<file path="src/rtl/jtag_pkg.sv">
// Shared JTAG definitions: TAP state encoding (IEEE 1149.1), IR constants,
// and the state-to-strobe decode used by the TAP controller.
package jtag_pkg;

    localparam int         IR_WIDTH     = 4;
    localparam logic [3:0] BYPASS_INSTR = 4'hF;

    typedef enum logic [3:0] {
        TLR   = 4'hF,
        RTI   = 4'hC,
        SELDR = 4'h7,
        CAPDR = 4'h6,
        SHDR  = 4'h2,
        EX1DR = 4'h1,
        PSDR  = 4'h3,
        EX2DR = 4'h0,
        UPDDR = 4'h5,
        SELIR = 4'h4,
        CAPIR = 4'hE,
        SHIR  = 4'hA,
        EX1IR = 4'h9,
        PSIR  = 4'hB,
        EX2IR = 4'h8,
        UPDIR = 4'hD
    } tap_state_t;

    typedef struct packed {
        logic tap_rst;
        logic capture_ir;
        logic shift_ir;
        logic update_ir;
        logic capture_dr;
        logic shift_dr;
        logic update_dr;
        logic run_idle;
        logic tdo_en;
    } tap_strobes_t;

    function automatic tap_strobes_t tap_decode(input tap_state_t s);
        tap_strobes_t d;
        d.tap_rst    = (s != TLR);
        d.capture_ir = (s == CAPIR);
        d.shift_ir   = (s == SHIR);
        d.update_ir  = (s == UPDIR);
        d.capture_dr = (s == CAPDR);
        d.shift_dr   = (s == SHDR);
        d.update_dr  = (s == UPDDR);
        d.run_idle   = (s == RTI);
        d.tdo_en     = (s == SHIR) || (s == SHDR);
        return d;
    endfunction

endpackage

</file>
<file path="src/rtl/tap_controller.sv">
// IEEE 1149.1 TAP state machine with registered stage strobes.
// Define TAP_STATE_OUT_EN to expose the state register on STATE[3:0].
module tap_controller
    import jtag_pkg::*;
(
    input  logic       TCK,
    input  logic       RST,
    input  logic       TMS,
    output logic       TAP_RST,
    output logic       CAPTUREIR,
    output logic       SHIFTIR,
    output logic       UPDATEIR,
    output logic       CAPTUREDR,
    output logic       SHIFTDR,
    output logic       UPDATEDR,
    output logic       RUNIDLE,
    output logic       TDO_EN
`ifdef TAP_STATE_OUT_EN
    ,
    output logic [3:0] STATE
`endif
);

    tap_state_t   state;
    tap_state_t   next_state;
    tap_strobes_t strobes;

    always_comb begin
        next_state = TLR;
        case (state)
            TLR:     next_state = TMS ? TLR   : RTI;
            RTI:     next_state = TMS ? SELDR : RTI;
            SELDR:   next_state = TMS ? SELIR : CAPDR;
            CAPDR:   next_state = TMS ? EX1DR : SHDR;
            SHDR:    next_state = TMS ? EX1DR : SHDR;
            EX1DR:   next_state = TMS ? UPDDR : PSDR;
            PSDR:    next_state = TMS ? EX2DR : PSDR;
            EX2DR:   next_state = TMS ? UPDDR : SHDR;
            UPDDR:   next_state = TMS ? SELDR : RTI;
            SELIR:   next_state = TMS ? TLR   : CAPIR;
            CAPIR:   next_state = TMS ? EX1IR : SHIR;
            SHIR:    next_state = TMS ? EX1IR : SHIR;
            EX1IR:   next_state = TMS ? UPDIR : PSIR;
            PSIR:    next_state = TMS ? EX2IR : PSIR;
            EX2IR:   next_state = TMS ? UPDIR : SHIR;
            UPDIR:   next_state = TMS ? SELDR : RTI;
            default: next_state = TLR;
        endcase
    end

    // Strobes are loaded from the decode of the incoming state so they are
    // plain flop outputs, aligned with the state register and free of TMS paths.
    always_ff @(posedge TCK) begin
        if (RST) begin
            state   <= TLR;
            strobes <= tap_decode(TLR);
        end else begin
            state   <= next_state;
            strobes <= tap_decode(next_state);
        end
    end

    assign TAP_RST   = strobes.tap_rst;
    assign CAPTUREIR = strobes.capture_ir;
    assign SHIFTIR   = strobes.shift_ir;
    assign UPDATEIR  = strobes.update_ir;
    assign CAPTUREDR = strobes.capture_dr;
    assign SHIFTDR   = strobes.shift_dr;
    assign UPDATEDR  = strobes.update_dr;
    assign RUNIDLE   = strobes.run_idle;
    assign TDO_EN    = strobes.tdo_en;

`ifdef TAP_STATE_OUT_EN
    assign STATE = state;
`endif

endmodule

</file>
<file path="config.mk">
export PLATFORM = sky130hd
export DESIGN_NAME = tap_controller
export DESIGN_NICKNAME = d
export VERILOG_FILES = /design/src/rtl/jtag_pkg.sv /design/src/rtl/tap_controller.sv
export SDC_FILE = /design/constraint.sdc
export NUM_CORES = 1
export LEC_CHECK = 0
export ABC_CLOCK_PERIOD_IN_PS = 1300
export CORE_MARGIN = 2
export CORE_UTILIZATION = 35
export CTS_CLUSTER_DIAMETER = 80
export CTS_CLUSTER_SIZE = 25
export DETAILED_ROUTE_END_ITERATION = 6
export PLACE_DENSITY = 0.56
export SYNTH_ARGS = -nofsm -noshare
export SYNTH_HDL_FRONTEND = slang
export SYNTH_SLANG_ARGS = --single-unit
export TNS_END_PERCENT = 10
</file>
<file path="constraint.sdc">
create_clock -name TCK -period 1.3 [get_ports TCK]
set_input_delay 0.195 -clock TCK [delete_from_list [all_inputs] [get_ports TCK]]
set_output_delay 0.195 -clock TCK [all_outputs]
set_load 0.05 [all_outputs]
</file>
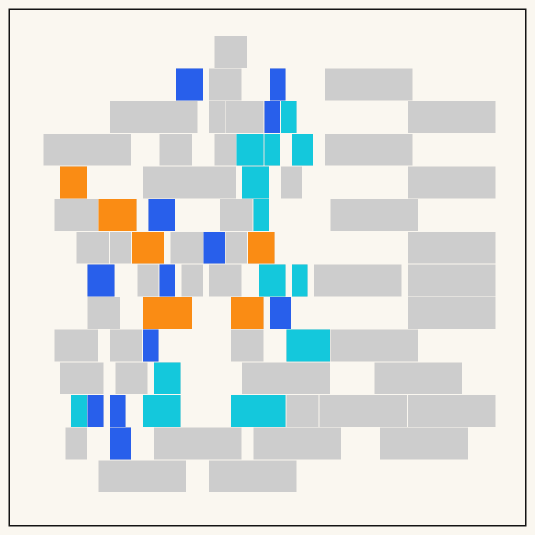
(gate-type map)
Drawn at 12 px/um.
NOR gates -> cyan  # cells 13
AND and OR gates -> orange  # cells 6
NAND gates -> blue  # cells 12
Top cell excl fill/tap: dfxtp_1
Comb area share: 0.292
non-filler cells, final: 93

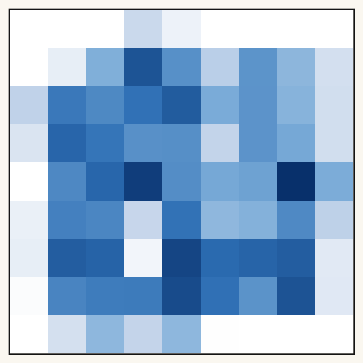
(local utilization)
Drawn at 8 px/um. The die is cut into 9 by 9 equal tiles; white is low, dark blue is high, 0 to 100% covered.
emptiest ninth of the die = top left
mean over tiles = 43%
nearly empty tiles = 17%
core area: 1450 um^2
Initial Utilization: 0.365
Finished Core Util: 0.559

==> impl_metrics.py <==
# Flow results
metrics = {
    "outcome": {
        "status": "complete, no violations",
    },
    "clocking": {
        "cts_tree": "done",
        "numCtsBuffers": 3,
        "path_clk_slew_ps": 80,
        "clock_sinks": 13,
        "h-tree-depth": 1,
        "post_cts_buffers": 0,
        "cts_resized": 0,
        "cts_root_buf": "clkbuf_4",
        "postCtsHoldBufs": 0,
        "clockBufferDepth": 2,
    },
    "yosys": {
        "synth_area_um2": 531,
        "synthAdderAreaFrac": 0,
        "synth_top_cell_by_area": "dfxtp_1",
        "yosysWarningCount": 0,
        "synth.top_cell.area_share": 0.491,
        "synthCells": 58,
        "xor_share": 0,
        "edf_count": 0,
        "synthArstFlopShare": 0,
        "ys_top_logic_family": "simple AND/OR/NAND/NOR gates",
        "ys_sh_aoi": 0.101,
        "synthSimpleGateAreaFrac": 0.347,
        "mux_share": 0,
        "ys_seq_elements": 13,
        "area_leaders": "dfxtp_1, a21oi_1, buf_4",
        "ys_types": 23,
        "ys.flop_type": "dfxtp_1",
        "synth.avg_cell_area_um2": 9.15,
        "ys_area_um2": 531,
        "ys_seq_frac": 0.491,
        "ys_cells": 58,
        "fp_nets": 61,
    },
    "final_layout": {
        "antenna_cells": 0,
        "post_route_cells_drive_above_1_share": 0.351,
        "fin_nets": 81,
        "syn2layout_area_growth_pct": 53.3,
        "fin_area_um2": 813,
    },
    "detailed_routing": {
        "viasPerCell": 5.09,
        "via_count": 473,
        "dr.pass1.iters": 5,
        "ant_nets": 0,
        "finalWirelength_mm": 1.05,
        "drt-initial-drc-count": 2,
        "drc": 0,
    },
    "final_timing": {
        "finalCritPeriodShare": 0.936,
        "maxSlewHeadroom": 0.759,
        "min_period_ps": 1220,
        "max_clock_freq_mhz": 822,
        "rsz0062_at_grt": "false",
        "setup_violations": 0,
        "setup_ws_ps": 82.9,
        "hold_viol_final": 0,
        "final.setup_skew_ps": 9.84,
        "slew_viol_final": 0,
        "whs_ps": 537,
        "tightestPinTransition_ps": 361,
        "tns_ps": 0,
    },
    "place": {
        "place_congestion": 0.783,
        "io_buffers": 11,
        "placed_cells": 89,
        "pre_cts_ws_ps": -198,
        "hpwl_um": 784,
        "placed_cell_area_um2": 786,
    },
    "power": {
        "power_uw": 989,
        "power.density_nw_per_um2": 1220,
        "cellLeakagePower_nw": 0.331,
        "ir_drop_mv": 0.508,
    },
    "setup_path": {
        "crit_type": "register to register",
        "critPathTopFamily": "simple AND/OR/NAND/NOR gates",
        "crit_path_end": "state[1]",
        "cp_slowest_cell": "dfxtp_1",
        "worst_path_largest_cell_delay_ps": 460,
        "crit_start": "state[2]",
        "crit_fanout": 7,
        "cp_data_required_time_ps": 1530,
        "cp.depth": 3,
        "reg2regPathDepth": 3,
        "regToRegSetupSlack_ps": 80,
        "rr_endpoint": "state[1]",
        "crit_buf_inv": 0,
        "reg2reg_from": "state[2]",
        "critPathLaunchType": "register",
        "endpoint_kind": "register",
        "crit_chain": "or3b_2 > a21oi_1 > or4_1",
        "cp.arrival_ps": 1450,
    },
    "flow_run": {
        "maxCapViolCount": 0,
        "tool_warnings": 26,
    },
    "global_routing": {
        "grt-ovfl-total": 0,
        "grt_max_degree": 12,
        "gr-usage-met1": 0.153,
        "global_route.usage.met3": 0.0511,
        "grt_pass1_wl_mm": 1.68,
        "antenna_found_initial": 0,
        "grt_pass1_vias": 370,
    },
    "die": {
        "die_y_um": 42.9,
        "die_area_um2": 1840,
        "row_count": 14,
        "io_pins": 12,
        "dieWidth_um": 42.9,
    },
    "worst_hold_path": {
        "hold_path_class": "register to register",
    },
}
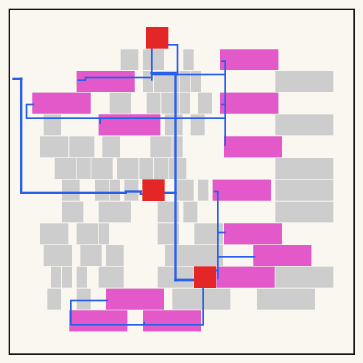
(clock wires, drivers and flops)
Drawn at 8 px/um.
cells driving clock nets -> red  # count 3
clock wires -> blue  # length 187 um
flip-flops -> magenta  # count 13
routed clock nets = 4
Clk. pwr: 256 uW
Skew-Pair Late Insertion Delay: 290 ps

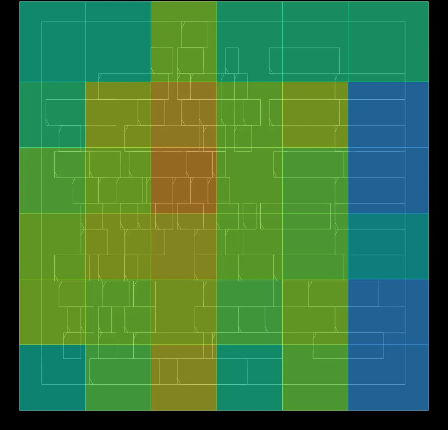
(congestion heat map)
M2 GR Usage: 0.182
Avg WL per Cell: 11.3 um
Most Used Layer, Global Route: met2
GRT Resource Usage Total: 0.130

[worst min path at each step]
| stage | from | depth (start not counted) | endpoint | slack, ps |
|---|---|---|---|---|
| after CTS | state[2] | 2 | RUNIDLE | 530 |
| after global routing | state[1] | 2 | CAPTUREDR | 560 |
| after detailed placement | state[2] | 2 | RUNIDLE | 520 |
| after global placement | state[2] | 2 | RUNIDLE | 510 |
| final | state[2] | 2 | RUNIDLE | 540 |
| after floorplan | RST | 1 | TAP_RST | 270 |
[per-layer routing]
metal  share of wire  vias up  wire, um
li1                -      238         -
met1            0.44      216       458
met2            0.47       14       497
met3           0.050        5        52
met4           0.038        0        40
met5               0        -         0
[flip-flops by register name (all words and copies together) (netlist names)]
register   count
CAPTUREDR      1
SHIFTDR        1
UPDATEDR       1
TDO_EN         1
SHIFTIR        1
UPDATEIR       1
CAPTUREIR      1
RUNIDLE        1
TAP_RST        1
state          4
[power by group]
group          internal (mW)  switching [mW]  total [mW]
Combinational          0.138           0.126       0.264
Sequential             0.428          0.0404       0.469
Clock                  0.119           0.137       0.256
Total                  0.686           0.304       0.989
[cell type report]
type                            instances  area (um^2)
Tap cell                               16         20.0
Sequential cell                        13          262
Multi-Input combinational cell         40          238
Fill cell                             147          641
Clock buffer                            4         26.3
Timing Repair Buffer                   20          268
[Yosys cell counts, types with 2 or more instances]
library cell and instances:
a21oi_1 6, buf_2 2, buf_4 3, dfxtp_1 13
nand2_1 6, nand2b_1 3, nand3_1 3, nor2_1 5
nor2b_1 2, nor4_1 2
[placed cells by master, fill, tap and decap left out, types with 2 or more instances in the layout]
cell             count
dfxtp_1             12
buf_12               9
buf_4                9
a21oi_1              6
nand2_1              6
nor2_1               5
nand2b_1             3
nand3_1              3
clkbuf_4             3
nor4_1               2
nor2b_1              2
clkdlybuf4s50_1      2
No activity file was given, so power comes from the tool's default toggle rates.
